**src/rtl/storage_pkg.sv**
```systemverilog
// Shared framing constants and the one-hot transmitter state encoding
// used by the storage-side UART transmitter.
package storage_pkg;

   localparam logic [7:0] FRAME_MARK = 8'h80;
   localparam logic [7:0] FRAME_HDR  = 8'h02;
   localparam logic [7:0] FRAME_TRL  = 8'h01;

   typedef enum logic [3:0] {
      IDLE  = 4'b0001,
      START = 4'b0010,
      DATA  = 4'b0100,
      STOP  = 4'b1000
   } tx_state_e;

endpackage

```
**src/rtl/uart_tx_core.sv**
```systemverilog
// 8N1 serializer: baud counter, shift register and START/DATA/STOP sequencing.
// A byte is accepted on load while ready; the line idles high.
module uart_tx_core
   import storage_pkg::*;
#(
   parameter int CLKS_PER_BIT = 434
) (
   input  logic       clk,
   input  logic       rst,
   input  logic       load,
   input  logic [7:0] data,
   output logic       ready,
   output logic       tx,
   output logic       busy
);

   localparam int BAUD_W = (CLKS_PER_BIT > 1) ? $clog2(CLKS_PER_BIT) : 1;
   localparam logic [BAUD_W-1:0] BAUD_LAST = BAUD_W'(CLKS_PER_BIT - 1);

   tx_state_e         state_q, state_d;
   logic [BAUD_W-1:0] baud_q, baud_d;
   logic [2:0]        bit_q, bit_d;
   logic [7:0]        shift_q, shift_d;
   logic              tx_d;
   logic              baud_done;

   assign baud_done = (baud_q == BAUD_LAST);
   assign ready     = (state_q == IDLE);
   assign busy      = !ready;

   // NOTE: every signal gets a default before the case so no path can infer a latch.
   always_comb begin
      state_d = state_q;
      baud_d  = baud_q + 1'b1;
      bit_d   = bit_q;
      shift_d = shift_q;
      unique case (state_q)
         IDLE: begin
            baud_d = '0;
            if (load) begin
               state_d = START;
               shift_d = data;
               bit_d   = '0;
            end
         end
         START: begin
            if (baud_done) begin
               state_d = DATA;
               baud_d  = '0;
            end
         end
         DATA: begin
            if (baud_done) begin
               baud_d  = '0;
               shift_d = {1'b0, shift_q[7:1]};
               bit_d   = bit_q + 1'b1;
               if (bit_q == 3'd7) state_d = STOP;
            end
         end
         STOP: begin
            if (baud_done) begin
               state_d = IDLE;
               baud_d  = '0;
            end
         end
         default: state_d = IDLE;
      endcase

      // The line level is registered from the next state so TxOut is glitch-free.
      tx_d = 1'b1;
      if (state_d == START)     tx_d = 1'b0;
      else if (state_d == DATA) tx_d = shift_d[0];
   end

   // NOTE: registers use non-blocking assignments so every flop samples pre-edge values.
   always_ff @(posedge clk) begin
      if (rst) begin
         state_q <= IDLE;
         baud_q  <= '0;
         bit_q   <= '0;
         shift_q <= '0;
         tx      <= 1'b1;
      end else begin
         state_q <= state_d;
         baud_q  <= baud_d;
         bit_q   <= bit_d;
         shift_q <= shift_d;
         tx      <= tx_d;
      end
   end

endmodule

```
**src/rtl/storage_uart_tx.sv**
```systemverilog
// Storage-side UART transmitter: pulls bytes from the accumulator storage block,
// sends them as 8N1 and reports the byte length of each framed packet.
module storage_uart_tx
   import storage_pkg::*;
#(
   parameter int CLKS_PER_BIT = 434,
   parameter int CNT_W        = 16
) (
   input  logic             ReadClock,
   input  logic             Reset,
   input  logic             Enable,
   input  logic [7:0]       DataIn,
   input  logic             DataReady,
   output logic             ReadEnable,
   output logic             TxOut,
   output logic             Busy,
   output logic             FrameStart,
   output logic             FrameDone,
   output logic [CNT_W-1:0] FrameLength
);

   logic             ready;
   logic             capture;
   logic             prev80;
   logic [CNT_W-1:0] byte_cnt;
   logic [CNT_W-1:0] cnt_next;

   assign capture  = ready && Enable && DataReady;
   assign cnt_next = (&byte_cnt) ? byte_cnt : byte_cnt + 1'b1;

   uart_tx_core #(
      .CLKS_PER_BIT(CLKS_PER_BIT)
   ) u_core (
      .clk  (ReadClock),
      .rst  (Reset),
      .load (capture),
      .data (DataIn),
      .ready(ready),
      .tx   (TxOut),
      .busy (Busy)
   );

   // The monitor only sees byte pairs, so 0x80,0x01 inside a payload ends the frame early.
   always_ff @(posedge ReadClock) begin
      if (Reset) begin
         ReadEnable  <= 1'b0;
         FrameStart  <= 1'b0;
         FrameDone   <= 1'b0;
         FrameLength <= '0;
         byte_cnt    <= '0;
         prev80      <= 1'b0;
      end else begin
         ReadEnable <= capture;
         FrameStart <= 1'b0;
         FrameDone  <= 1'b0;
         if (capture) begin
            prev80 <= (DataIn == FRAME_MARK);
            if (prev80 && DataIn == FRAME_HDR) begin
               byte_cnt   <= CNT_W'(2);
               FrameStart <= 1'b1;
            end else if (prev80 && DataIn == FRAME_TRL) begin
               FrameLength <= cnt_next;
               byte_cnt    <= '0;
               FrameDone   <= 1'b1;
            end else begin
               byte_cnt <= cnt_next;
            end
         end
      end
   end

endmodule

```
**config.mk**
```make
export PLATFORM = sky130hd
export DESIGN_NAME = storage_uart_tx
export DESIGN_NICKNAME = d
export VERILOG_FILES = /design/src/rtl/storage_pkg.sv /design/src/rtl/uart_tx_core.sv /design/src/rtl/storage_uart_tx.sv
export SDC_FILE = /design/constraint.sdc
export NUM_CORES = 1
export LEC_CHECK = 0
export CAP_MARGIN = 20
export CORE_ASPECT_RATIO = 1.5
export CORE_UTILIZATION = 25
export CTS_BUF_LIST = sky130_fd_sc_hd__clkbuf_8 sky130_fd_sc_hd__clkbuf_16
export CTS_CLUSTER_DIAMETER = 120
export DETAILED_ROUTE_END_ITERATION = 16
export PLACE_DENSITY = 0.39
export SETUP_SLACK_MARGIN = 0.2
export SLEW_MARGIN = 20
export SYNTH_ARGS = -nofsm -noshare
export SYNTH_HDL_FRONTEND = slang
export SYNTH_SLANG_ARGS = --single-unit
```
**constraint.sdc**
```tcl
create_clock -name ReadClock -period 4.5 [get_ports ReadClock]
set_input_delay 0.9 -clock ReadClock [delete_from_list [all_inputs] [get_ports ReadClock]]
set_output_delay 0.9 -clock ReadClock [all_outputs]
set_load 0.01 [all_outputs]
```
**Clock nets**

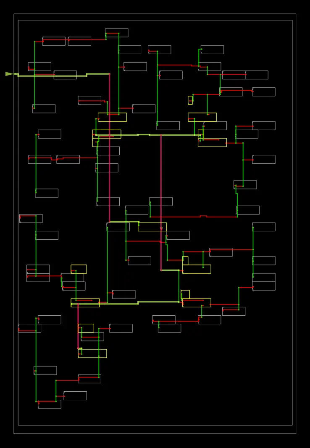
P_clk: 0.000639 W
clock sink count: 61
final setup skew: 0.00557 ns
TritonCTS Buffers: 9

**A small window of the routed layout**

Scale bar: 20 um. Window x 20 to 70, y 70 to 120 um. Cells in grey, sequential cells in the stronger grey; small squares are vias.
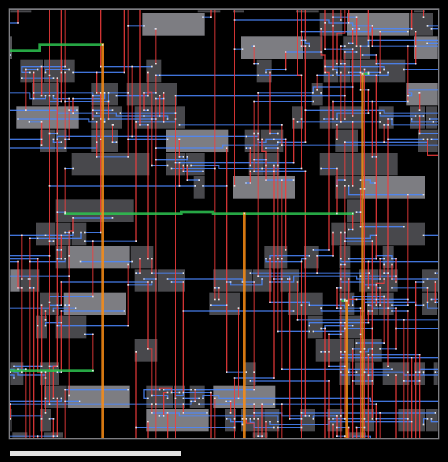
legend:
  green:
    layer: metal 3
  red:
    layer: metal 2
  blue:
    layer: metal 1
  orange:
    layer: metal 4
netlist names of flops here include: `byte_cnt` (7), `FrameLength` (2)
cells with their middle in the window: 111
sequential cells in the window: 13
most frequent: dfxtp_1 (13), nand2_1 (13), a21oi_1 (8)

==> flow_summary.json <==
{
  "comb_cell_power_w": 0.0000845,
  "p_seq_share_pct": 43.5,
  "fill_cells": 1262,
  "layout-drive-gt1-share_pct": 7.32,
  "crit_buf_inv": 1,
  "areaGrowthSynthToFinish_pct": 24.0,
  "cp-start-kind": "input port",
  "p_int_w": 0.000980,
  "p_sw_share_pct": 23.6,
  "dr_total_vias": 2630,
  "r2r_slack_ns": 2.01,
  "routed_wl_um": 7880,
  "hold_depth": 2,
  "p_leak_nw": 1.20,
  "layout.nets": 381,
  "slew-limit-headroom_pct": 38.0,
  "lay_top_count": "dfxtp_1",
  "warnings": 27,
  "most_common_cell": "dfxtp_1",
  "arrival_ns": 3.15,
  "avgSynthCellArea_sq_um": 8.71,
  "yosys.area.top_type": "dfxtp_1",
  "seq_cell_power_w": 0.000558,
  "tightest_slew_ns": 0.926,
  "slew_violations": 0,
  "setup_slack_ns": 1.57,
  "maxCapViolations": 0,
  "min_path_type": "flip-flop to flip-flop",
  "antenna_cells": 0,
  "gp_congestion": 0.830,
  "holdBufCountCts": 0,
  "power.net_switching_w": 0.000302,
  "synth_flops": 61,
  "cts_setup_buffers": 0,
  "reg2reg_from": "byte_cnt[0]",
  "worstHoldStart": "prev80",
  "netlist_area_sq_um": 2960,
  "fin_crit_sh_pct": 65.1,
  "hold_path_end": "prev80",
  "clkPwrFrac_pct": 49.9,
  "power_density_nw_per_um2": 349,
  "ys_sh_mux_pct": 1.35,
  "cts_resized": 0,
  "setup_viol": 0,
  "cpMaxStageDelayCell": "nor3_4",
  "clock.latency.late_pin_ns": 0.32,
  "cts_tree": "done",
  "final_layout_top_logic_cells": "61 x dfxtp_1, 43 x nor2_1, 32 x clkdlybuf4s50_1",
  "reg2regPathDepth": 6,
  "synth_warnings": 0,
  "grt_pass1_vias": 2509,
  "top_cells_by_area": "dfxtp_1 41%, nor2_1 5.4%, xor2_1 3.8%, nand2_1 3.2%, a211oi_1 2.5%",
  "syn_inst": 340,
  "path_class": "input port to flip-flop",
  "fin_setup_tns_ns": 0,
  "dp_hpwl_um": 5700,
  "period_needed_ns": 2.93,
  "crit_fanout": 18,
  "place_ws_ns": 1.21,
  "final_hold_viol_count": 0,
  "drc": 0,
  "ys_top_cells_by_count": "61 x dfxtp_1, 43 x nor2_1, 25 x nand2_1, 15 x a21oi_1, 14 x o21ai_0",
  "clock_path_buffers": 2,
  "ys_dominant_reg_cell": "dfxtp_1",
  "path_cells": "clkdlybuf4s50_1 -> nor4b_1 -> nand2_1 -> nor3_4 -> nor2_1 -> a311oi_1",
  "fmax_mhz": 341,
  "p_total_w": 0.00128,
  "outcome": "finished, final reports clean",
  "chipArea_sq_um": 12300,
  "rows": 48,
  "clk_pin_slew_ns": 0.05,
  "grt_first_pass_wirelength_um": 12900,
  "adder_share_pct": 2.11,
  "core_sq_um": 11500,
  "top_area_share_pct": 41.2,
  "simple_gate_share_pct": 26.7,
  "via_per_inst": 5.07,
  "grt_antenna_before_repair": 0,
  "ir_worst_vdd_v": 0.000183,
  "io_pins": 33,
  "async_flop_share_pct": 0,
  "initialDrtViolationCount": 89,
  "ys_sh_aoi_pct": 18.6,
  "grt_max_degree": 29,
  "gr-total-overflow": 0,
  "post_drt_wl_per_cell_um": 15.2,
  "endpoint_kind": "flip-flop",
  "syn-num-nets": 357,
  "max_stage_delay_ns": 0.72,
  "initCoreUtil_pct": 25.7,
  "grt_util_all_layers_pct": 13.5,
  "rsz0062_at_grt": "no",
  "ys_cells": 340,
  "r2r-end": "byte_cnt[1]",
  "post-route-util_pct": 31.8,
  "synth.distinct_cells": 55,
  "seq_area_frac_synth_pct": 41.2,
  "postRouteAntennaNets": 0
}
**Pin placement**

Scale bar: 20 um. Pins as bars across the die edge, other pins in grey.
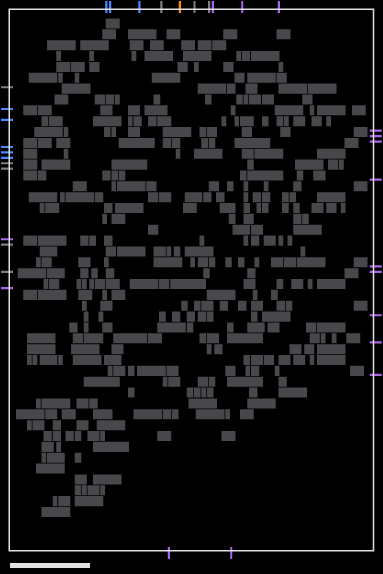
legend:
  blue:
    port: `DataIn`
    pins: 8
    direction: input
    edge: 5 west, 3 north
  orange:
    port: `FrameDone`
    pins: 1
    direction: output
    edge: north
  purple:
    port: `FrameLength`
    pins: 16
    direction: output
    edge: 9 east, 3 north, 2 west, 2 south
all pins by edge: 12 west, 10 north, 9 east, 2 south
port bufs: 32
Die Y: 135 um
die width: 90.9 um

[worst max-delay path by stage]
| stage | from | slack (ns) | end | cells past startpoint |
|---|---|---|---|---|
| floorplan | DataIn[1] | 2.15 | byte_cnt[7] | 8 |
| global placement | DataIn[7] | 1.27 | FrameLength[10] | 6 |
| detailed placement | DataIn[7] | 1.21 | FrameLength[15] | 6 |
| CTS | DataIn[7] | 1.54 | FrameLength[15] | 6 |
| global route | DataIn[7] | 1.32 | FrameLength[15] | 6 |
| finish | DataIn[7] | 1.57 | FrameLength[15] | 6 |
[final cells by class]
type | count | area, sq um | share of cell area, %
tap | 150 | 188 | 5.11
timing repair buffer | 35 | 343 | 9.34
multi-input combinational | 253 | 1630 | 44.3
inverter | 4 | 15.0 | 0.409
sequential | 61 | 1220 | 33.3
clock buffer | 11 | 253 | 6.88
clock inverter | 5 | 26.3 | 0.716
[sequential cells by signal (all words and copies together) (netlist names)]
| signal | count |
|---|---|
| u_core.baud_q | 9 |
| prev80 | 1 |
| u_core.tx | 1 |
| FrameStart | 1 |
| FrameDone | 1 |
| FrameLength | 16 |
| u_core.bit_q | 3 |
| byte_cnt | 16 |
| u_core.state_q | 4 |
| ReadEnable | 1 |
| u_core.shift_q | 8 |
[per-layer routing]
metal / up-vias / share of wire, % / track usage (%)
li1: 1314 / - / -
met1: 1266 / 41 / 15.1
met2: 39 / 53 / 23.9
met3: 11 / 3.3 / 3.20
met4: 0 / 2.7 / 6.61
met5: - / 0 / 0
[through the flow]
step / cell area (sq um) / std cells / hold WS (ns)
after floorplan: 2960 / 340 / 0.432
after global placement: 3390 / 503 / 0.446
after detailed placement: 3390 / 503 / 0.446
after CTS: 3670 / 519 / 0.454
after global routing: 3670 / 519 / 0.474
final: 3670 / 519 / 0.455
Power and IR drop assume default switching activity.
